### Met4 routing

The bar under the picture is 20 µm long. Supply wires on this layer in grey.
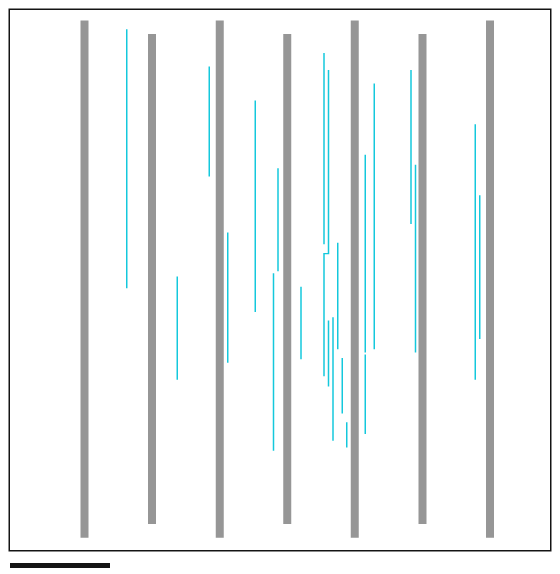
### Routing congestion

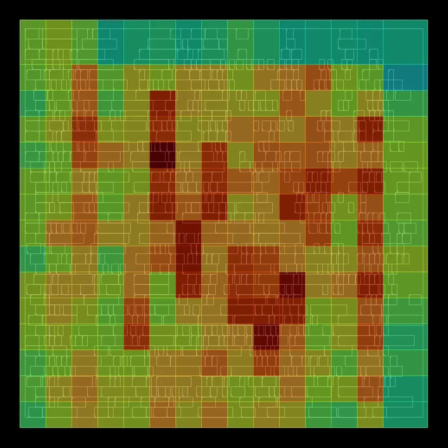
### Metal 1

The bar under the picture is 20 µm long. Supply wires on this layer in grey.
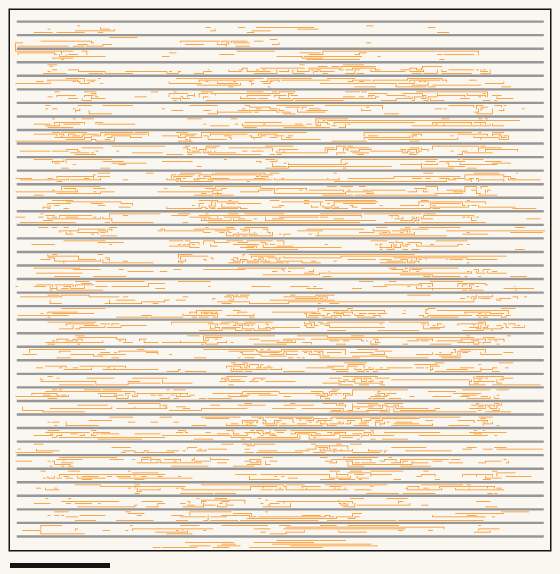
### Metal 2

The bar under the picture is 20 µm long.
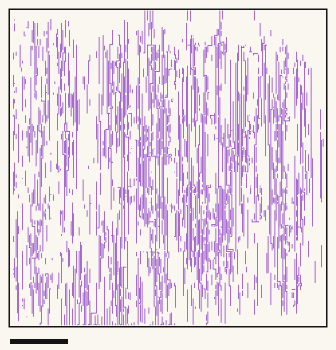
### Signal wires on met3

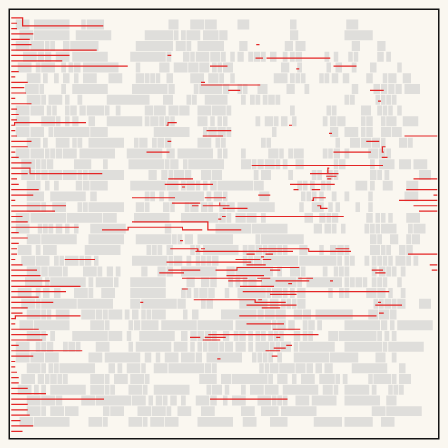
Design regs_wb_sched, sky130hd; sources not shown.
==> commit_impl_results.txt <==
Update PnR metrics after Yosys + OpenROAD run

* Finished Cell Area: 6840 µm²
* Netlist area before placement: 4530 µm²
- Most numerous logic cells after layout: nand2_1, clkdlybuf4s50_1, nand3_1
* Cell at the root of the clock tree: clkbuf_16
- The routed design uses 7.93 mm of met2 wire.
- Flip-flop and latch count after synthesis: 73
* Post-synth top area share: 40.3%
* Total of warnings raised by yosys: 0
* Number of instances in the synthesized netlist: 676
- Number of buffers inserted to repair setup after CTS: 13
- Metal3 WL: 1.25 mm
- Number of top-level design ports: 137
- Multi-input logic gates represent a cell area share of 35.1%.
* Top cells by area: dfrtp_1, nand2_1, nand3_1, nand4_1, inv_1
- The placement summary gives the final routability congestion estimate as 0.964.
* Xor/xnor share of the synthesized area: 0.193%
- Number of vias per cell after detailed routing: 5.33
- After layout, the buffer instance count without clock buffers stands at 188.
- Average cell area after synthesis: 6.70 µm²
- Post-layout period usage of the worst path: 95.9%
- Fraction of power consumed by sequential logic: 35.7%
* Worst slew margin relative to its limit: 63.4%
- The detail route stage leaves a number of antenna-violating nets equal to 0.
* Req. time, crit path: 1.84 ns
- Number of buffers on the longest clock path: 2
* Cells traversed along the worst timing path: inv_2, buf_12, nand2_2, nand3_1, nand3_1, nand3_1, nand2_1, nand2_1, nand2_2, nor2_4, a21boi_4, buf_6
- Number of synthesized flops with an enable pin: 0
- The detailed router put a total of 6.87 mm of wire on met1.
- Top logic cell by instance count in the layout: nand2_1
* Count of instantiated cells in the yosys netlist: 676
- PortBufs: 136
* Number of unique standard cell types used by synthesis: 29
- Power of the combinational group: 1.31 mW
* Clock network fraction of design power: 35.3%
* Layout cell share with drive strength beyond 1: 15.9%
- TritonCTS built the clock tree.
- Instance area after placement: 6250 µm²
- The synthesized netlist devotes 6.66% of its cell area to compound gates.
- The internal portion of the total power is 3.02 mW.
* Number of fillers in the final layout: 1,002
* Most frequent cell after synthesis: nand2_1
- Synth cell count leaders: nand2_1, nand3_1, dfrtp_1, inv_1, nor2_1
- Per the final report, the share of cell area in non-clock buffers is 27.3%.
- The number of clock buffers added by TritonCTS is 9.
* Worst Setup Slack post-DPL: -0.266 ns
- Setup slack on the worst flop-to-flop path: 0.25 ns
- In this design, the stage delay of the slowest critical-path cell is 0.39 ns.
- The number of nets handed over by synthesis was 773.
* PD cells: 662 nW/µm²
* Final Hold Fails: 0
* Total die size: 11,800 µm²
- Counting stages on the worst path, the most repeated cell is nand3_1.
- Total of endpoints with negative setup slack in the final report: 0
- Registers: 73
- Final sum of negative setup slack: 0 ns
- Total gr overflow: 0
- Cell type of the slowest stage on the worst timing path: dfrtp_1
- Max Clock Freq: 481 MHz
* Switching power share of the total: 33.2%
- Die boundary height: 108 µm
- Via count of the first global-routing pass: 5,261
- VDD IR-drop max: 0.000407 V
- Power share of the combinational group: 29.0%
- TAP cells: 140
- In this run the number of cells on the critical path is 12.
* Max H-tree Level: 3
- Post-cts gate resize count: 56
* Pins over their slew limit: 0
- Total power for the finished layout comes to 4.52 mW.
- In the final layout, flip-flops and latches occupy 1840 µm².
- The area recorded from the Yosys report for this design is 4530 µm².
* Result of the run: complete, no violations
* Setup repair after global routing missed its margin: yes
* Total global routing track utilization: 30.0%
- Finished Layout Cells: 991
* Drt pass-1 iters: 7
- Measured against the total synthesized area, the mux share comes to 0%.
- Flip-flop and latch power: 1.62 mW
- The biggest slice of the total power is consumed by sequential cells.
- Largest cell class by area: logic gates
- The initial utilization of the core area, before any placement, comes to 41.4%.
- Dominant Register Cell: dfrtp_1
* Worst Hold Slack: 0.00132 ns
* Max cap viols: 0
- STA classifies the critical path endpoint as a primary output.
- Net Switching: 1.50 mW
- Area of the multi-input gates: 2400 µm²
- Inverters, non-clock: 63
* Sequential element share of the synthesized area: 40.3%
* Number of remaining DRC errors: 0
- Simple-Gate Fraction of Synth Area: 42.8%
- CP startpoint kind: flop
- Number of nets in the final layout: 943
- Adder Area Share: 0.276%
- Registers represent a cell area share of 26.9%.
- Per the run report, area growth between synthesis and finish was 50.9%.
- The smallest clock period supported by the final layout is computed as 2.08 ns.
- Number of cell instances on the worst register-to-register path: 13
* Routed length per instance: 16.9 µm
- Number of inserted diodes: 0
- Multi-input comb cells: 511
* Startpoint-to-endpoint class of the critical path: reg2out
* Fraction of area in clock buffers and inverters: 4.69%
- Max fanout on the critical path was recorded as 2.
- The flow reports power dissipated in the clock network as 1.60 mW.
- Cell family with the largest share of critical-path delay: simple AND/OR/NAND/NOR gates
* OpenROAD warnings: 28
* Leakage: 3.39 nW
* Max FFs per register: 32
- In the synthesized netlist, the dominant kind of combinational cell is simple AND/OR/NAND/NOR gates.
- For the final database, setup skew stands at 0.00655 ns.
* Horizontal die dimension: 108 µm
- Latency at later pin: 0.33 ns
* Share of the core filled with cells in the final layout: 62.5%
- Half-perimeter wire length after detailed placement: 12.1 mm
- Instance count after placement with tap cells included: 961
- Routed signal wires occupy layers up through met4.
* Share of flip-flops with an asynchronous set or reset after synthesis: 100%
- Least-Margin Pin Slew: 0.548 ns
- Entering global routing, the biggest net connects 74 pins.
- In the CTS report, the clock slew at the register clock pins of the worst setup and hold paths is listed as 0.06 ns.
* Min-Delay Path Class: in2async
- In the finished layout, the clock tree contains a buffer count of 9.
* Violation count after the first detailed-routing iteration: 449
* Buffer and inverter count on the worst path: 3
- The first global-routing pass estimated 26.7 mm of wire.
* Antenna violations before repair: 0
* # clock sinks: 73
- The critical path in the final layout is reported with a setup slack of 0.0889 ns.
* Cts hold-fix bufs: 0
- Top cell type by total area after synthesis: dfrtp_1
- Area of the core: 10,900 µm²
- Data arrival time of the critical path: 1.76 ns
- Row generation in the floorplan step produced 38 rows.
Notes on 'Met4 routing' above:
nets with wire on the layer = 19
main direction = vertical
longest straight run = 53.0 µm
final wirelength: 16.7 mm
total vias in the final route: 5,280

Notes on 'Routing congestion' above:
global-route met3 utilization: 6.09%
Global Route met1 Usage: 38.2%
most congested layer reported by global routing: met2

Notes on 'Metal 1' above:
longest straight run = 38.6 µm
nets with wire on the layer = 843
main direction = horizontal
share of all routed wire = 41%
wire length on this layer = 6,870 µm

Notes on 'Metal 2' above:
main direction = vertical
share of all routed wire = 47%
nets with wire on the layer = 754
fraction of met2 tracks used by global routing: 48.2%

Notes on 'Signal wires on met3' above:
main direction = horizontal
nets with wire on the layer = 142
wire length on this layer = 1,250 µm

Power and IR drop assume default switching activity.
